==> config.mk <==
export PLATFORM = sky130hd
export DESIGN_NAME = keypad_entry_display
export DESIGN_NICKNAME = d
export VERILOG_FILES = /design/src/rtl/keypad_entry_display_pkg.sv /design/src/rtl/keypad_entry_display_hex_to_seg7.sv /design/src/rtl/keypad_entry_display.sv
export SDC_FILE = /design/constraint.sdc
export NUM_CORES = 1
export LEC_CHECK = 0
export ABC_AREA = 1
export CELL_PAD_IN_SITES_DETAIL_PLACEMENT = 0
export CELL_PAD_IN_SITES_GLOBAL_PLACEMENT = 1
export CORE_ASPECT_RATIO = 1.4
export CORE_MARGIN = 4
export CORE_UTILIZATION = 40
export DETAILED_ROUTE_END_ITERATION = 10
export PLACE_DENSITY = 0.79
export RECOVER_POWER = 100
export SETUP_SLACK_MARGIN = 0.3
export SLEW_MARGIN = 20
export SYNTH_ARGS = -nofsm -noshare
export SYNTH_HDL_FRONTEND = slang
export SYNTH_HIERARCHICAL = 1
export SYNTH_SLANG_ARGS = --single-unit
==> constraint.sdc <==
create_clock -name clk -period 4.1 [get_ports clk]
set_input_delay 0.82 -clock clk [delete_from_list [all_inputs] [get_ports clk]]
set_output_delay 0.82 -clock clk [all_outputs]
set_load 0.02 [all_outputs]
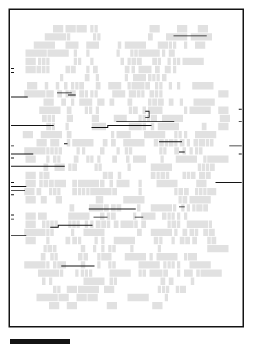
**Above:** run 1 (the metal 3 layer).
Scale bar: 20 um.
share of all routed wire: 3.2%
wire length on this layer: 199 um
longest straight run: 19.1 um
main direction: horizontal
nets with wire on the layer: 30
WL final: 6.25 mm
via count: 2,540
met3 Track Usage GR: 3.25%

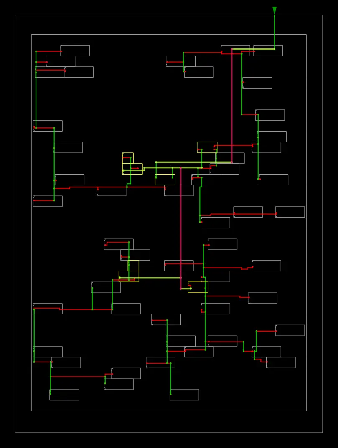
**Above:** run 1 (clock nets).
clock buf count: 5
Clock Power: 0.000280 W
clock tree sinks: 50
Worst Clk Skew: 0.00555 ns
FFs & Latches: 50

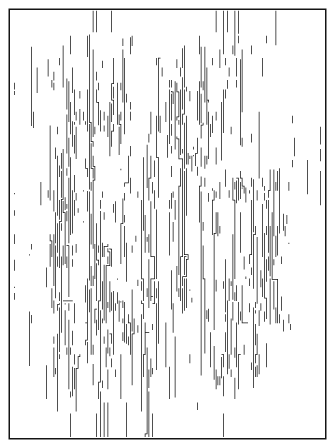
**Above:** run 1 (M2 wires).
main direction: vertical
wire length on this layer: 3,150 um
share of all routed wire: 50%
longest straight run: 45.2 um
nets with wire on the layer: 339
met2 global-route usage: 28.9%

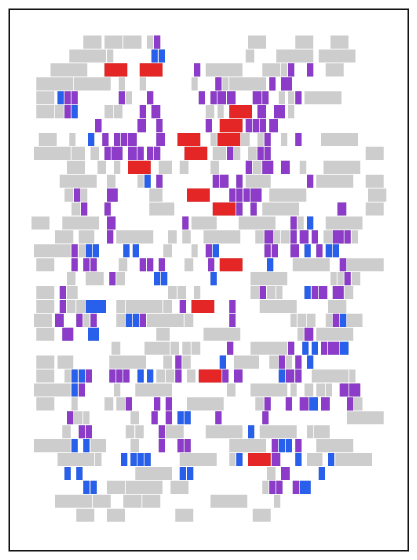
**Above:** run 1 (gate-type map).
[purple] nand cells | cells: 153
[blue] nor cells | cells: 59
[red] fa/ha/maj cells | cells: 14
most numerous logic cell after layout: nand2_1
fin cells: 533

==> flow_metrics.env, run 1 <==
# yosys + openroad results
export IMPL_run_status="finished clean"
export IMPL_overflow=0
export IMPL_setup_violations=0
export IMPL_syn_area_per_cell_um2=6.70
export IMPL_die_height_um=106
export IMPL_cp_num_cells=11
export IMPL_clock_latency_ns=0.30
export IMPL_synth_nets=427
export IMPL_max_freq_mhz=351
export IMPL_grt_pass1_wl_mm=10.7
export IMPL_maxCapViolations=0
export IMPL_antenna_cells=0
export IMPL_fill_cells=724
export IMPL_flop_cell="dfxtp_1"
export IMPL_regToRegSetupSlack_ns=1.25
export IMPL_worst_hold_path_type="flip-flop to flip-flop"
export IMPL_root_buffer="clkbuf_8"
export IMPL_crit_fanout=15
export IMPL_top_area_cell="dfxtp_1"
export IMPL_core_area_um2=6610
export IMPL_grt_use_total_pct=15.9
export IMPL_route_antenna_remaining_nets=0
export IMPL_grt_max_degree=24
export IMPL_fp_util_pct=41.1
export IMPL_drive_gt1_share_pct=4.54
export IMPL_end_kind="flip-flop"
export IMPL_cts_hold_buf=0
export IMPL_htree_levels=2
export IMPL_area_delta_synth_final_pct=17.7
export IMPL_top_cell="nand2_1"
export IMPL_aoi_share_pct=13.6
export IMPL_yosys_area_um2=2720
export IMPL_clockBufferDepth=2
export IMPL_min_period_over_period_pct=69.4
run 1: worst reg2reg max path, cell delays in order, from the launching register on:
cell and delay [ns]:
dfxtp_1 0.50, inv_1 0.27, o21ai_0 0.21, a21oi_1 0.06, a21oi_1 0.65, clkinvlp_2 0.53
nand2_1 0.22, o21ai_1 0.09, nand2_1 0.07, nand2_2 0.05, inv_1 0.04, nand2_1 0.04
run 1: cell families after synthesis:
family                   after synthesis
buffers and inverters                 59
XOR/XNOR                               3
AND/OR/NAND/NOR                      212
adder cells (fa/ha/maj)               14
flip-flops                            50
AND-OR/OR-AND                         68
run 1: cell type report:
| class | instances | share of cell area [%] |
|---|---|---|
| Timing Repair Buffer | 38 | 11.9 |
| Tap cell | 92 | 3.60 |
| Inverter | 49 | 5.86 |
| Multi-Input combinational cell | 297 | 44.8 |
| Sequential cell | 50 | 31.3 |
| Clock inverter | 2 | 0.469 |
| Clock buffer | 5 | 2.15 |
run 1: through the flow:
step | total power [W] | utilization [%] | hold slack (ns) | instance area [um2] | worst slack [ns]
2_1_floorplan | 0.000754 | - | 0.430 | 2720 | 2.22
3_3_place_gp | 0.000851 | 47.6 | 0.446 | 3150 | 1.57
3_5_place_dp | 0.000852 | 47.6 | 0.457 | 3150 | 1.55
4_1_cts | 0.00114 | 48.9 | 0.472 | 3230 | 1.62
5_1_grt | 0.00118 | 48.4 | 0.489 | 3200 | 0.877
6_report | 0.00110 | 48.4 | 0.466 | 3200 | 1.25
run 1: report_power, final:
part	total (W)	internal, W	switching, W
registers	0.000544	0.000519	0.0000258
logic	0.000277	0.000103	0.000174
clock network	0.000280	0.000117	0.000163
total	0.00110	0.000738	0.000363
run 1: per-layer routing:
layer	routed length (um)	part of all wire [%]	up-vias	track usage [%]
li1	-	-	1355	-
met1	2810	45	1133	18.6
met2	3150	50	43	28.9
met3	198	3.2	9	3.25
met4	93	1.5	0	4.58
met5	0	0	-	0
run 1: placed cells by master (no fill, tap or decap), drive strengths merged, types with 5 or more instances in the layout:
cell type / instances
o21ai: 29
nand4: 5
dlygate4sd3: 34
clkbuf: 5
nand3: 27
ha: 14
a21oi: 33
nand2: 121
nor2: 57
dfxtp: 50
inv: 46
==> run 1 -> run 2 <==
--- a/config.mk
+++ b/config.mk
@@ -10,9 +10,9 @@
 export CELL_PAD_IN_SITES_GLOBAL_PLACEMENT = 1
 export CORE_ASPECT_RATIO = 1.4
 export CORE_MARGIN = 4
-export CORE_UTILIZATION = 40
+export CORE_UTILIZATION = 38
 export DETAILED_ROUTE_END_ITERATION = 10
-export PLACE_DENSITY = 0.79
+export PLACE_DENSITY = 0.76
 export RECOVER_POWER = 100
 export SETUP_SLACK_MARGIN = 0.3
 export SLEW_MARGIN = 20
==> constraint.sdc (replaced) <==
create_clock -name clk -period 3 [get_ports clk]
set_input_delay 0.6 -clock clk [delete_from_list [all_inputs] [get_ports clk]]
set_output_delay 0.6 -clock clk [all_outputs]
set_load 0.02 [all_outputs]
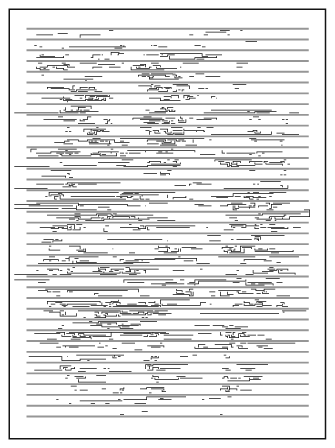
**Above:** run 2 (M1 wires).
Supply wires on this layer in grey.
main direction: horizontal
share of all routed wire: 42%
longest straight run: 24.4 um
nets with wire on the layer: 422
wire length on this layer: 2,740 um
GRT met1 Usage: 19.1%
WL final: 6.51 mm
via count: 2,543

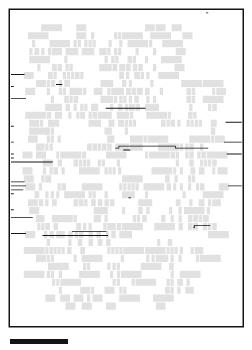
**Above:** run 2 (the metal 3 layer).
Scale bar: 20 um.
nets with wire on the layer: 25
share of all routed wire: 2.5%
longest straight run: 22.1 um
met3 Track Usage GR: 2.50%

==> flow_metrics.env, run 2 <==
# yosys + openroad results
export IMPL_drive_gt1_share_pct=5.61
export IMPL_p_seq_share_pct=48.5
export IMPL_finish_utilization_pct=46.5
export IMPL_p_sw_w=0.000517
export IMPL_run_status="finished clean"
export IMPL_syn_area_per_cell_um2=6.70
export IMPL_overflow=0
export IMPL_fin_hold_ws_ns=0.463
export IMPL_worst_clock_skew_ns=0.00533
export IMPL_grt_max_degree=17
export IMPL_final_area_um2=3240
export IMPL_fp_util_pct=38.9
export IMPL_grt_use_total_pct=16.4
export IMPL_end_kind="flip-flop"
export IMPL_tool_warnings=35
export IMPL_fill_cells=774
export IMPL_final_common_cell="nand2_1"
export IMPL_area_delta_synth_final_pct=19.3
export IMPL_clkPwrFrac_pct=26.3
export IMPL_synth_nets=427
export IMPL_setup_violations=0
export IMPL_clockBufferDepth=2
export IMPL_clock_latency_ns=0.30
export IMPL_flop_cell="dfxtp_1"
export IMPL_topCellsByArea="dfxtp_1, nand2_1, nor2_1, ha_1, a21oi_1"
export IMPL_cts_sinks=50
export IMPL_regToRegSetupSlack_ns=0.50
export IMPL_top_cell="nand2_1"
export IMPL_core_area_um2=6980
export IMPL_crit_fanout=16
export IMPL_switching_share_pct=33.6
export IMPL_antenna_cells=0
export IMPL_min_period_over_period_pct=87.6
export IMPL_die_height_um=108
export IMPL_root_buffer="clkbuf_8"
export IMPL_route_antenna_remaining_nets=0
export IMPL_grt_pass1_wl_mm=11.3
export IMPL_worst_hold_path_type="flip-flop to flip-flop"
export IMPL_maxCapViolations=0
export IMPL_place_area_um2=3180
run 2: cells by family (layout without fill, tap and decap cells):
logic type / Yosys count / count (layout) / share of synthesized area (%)
AND-OR/OR-AND: 68 / 68 / 13.6
XOR/XNOR: 3 / 3 / 0.967
adder cells (fa/ha/maj): 14 / 14 / 6.44
buffers and inverters: 59 / 99 / 9.43
flip-flops: 50 / 50 / 36.8
AND/OR/NAND/NOR: 212 / 212 / 32.7
run 2: critical path: stages:
cell and delay [ns]:
dlygate4sd3_1 0.57, nand2_1 0.11, nor2_1 0.69, nand2_1 0.27, nand2_4 0.25, inv_2 0.16
nor2_1 0.12, nor2_1 0.05
run 2: area by class of cell:
| cell class | instances | area (um2) | share of cell area, % |
|---|---|---|---|
| sequential | 50 | 1000 | 30.9 |
| clock buffer | 5 | 68.8 | 2.12 |
| tap | 95 | 119 | 3.66 |
| clock inverter | 3 | 21.3 | 0.656 |
| inverter | 49 | 186 | 5.75 |
| timing repair buffer | 42 | 403 | 12.4 |
| multi-input combinational | 297 | 1450 | 44.5 |
run 2: metrics by stage:
step	cells	setup slack [ns]	power (W)
finish	541	0.371	0.00154
detailed placement	533	0.501	0.00117
CTS	541	0.456	0.00158
global route	541	0.168	0.00164
floorplan	406	1.12	0.00103
global placement	533	0.497	0.00117
run 2: per-layer routing:
metal,wire length (um),GRT usage [%]
met3,163,2.50
met4,77,4.05
met1,2740,19.1
met5,0,0
met2,3520,30.7
run 2: power by group through the flow:
stage	Clock (W)	Sequential [W]	Combinational, W
floorplan	0	0.000800	0.000230
global placement	0	0.000763	0.000411
detailed placement	0	0.000763	0.000411
CTS	0.000423	0.000748	0.000412
global route	0.000444	0.000753	0.000443
finish	0.000404	0.000746	0.000388
run 2: repair_timing:
action                                  in CTS  in global routing
gates resized                                0                  1
hold buffers                                 0                  0
endpoints found under the setup margin       0                  3
Power figures rest on the tool's default switching activity, not on a simulated workload.
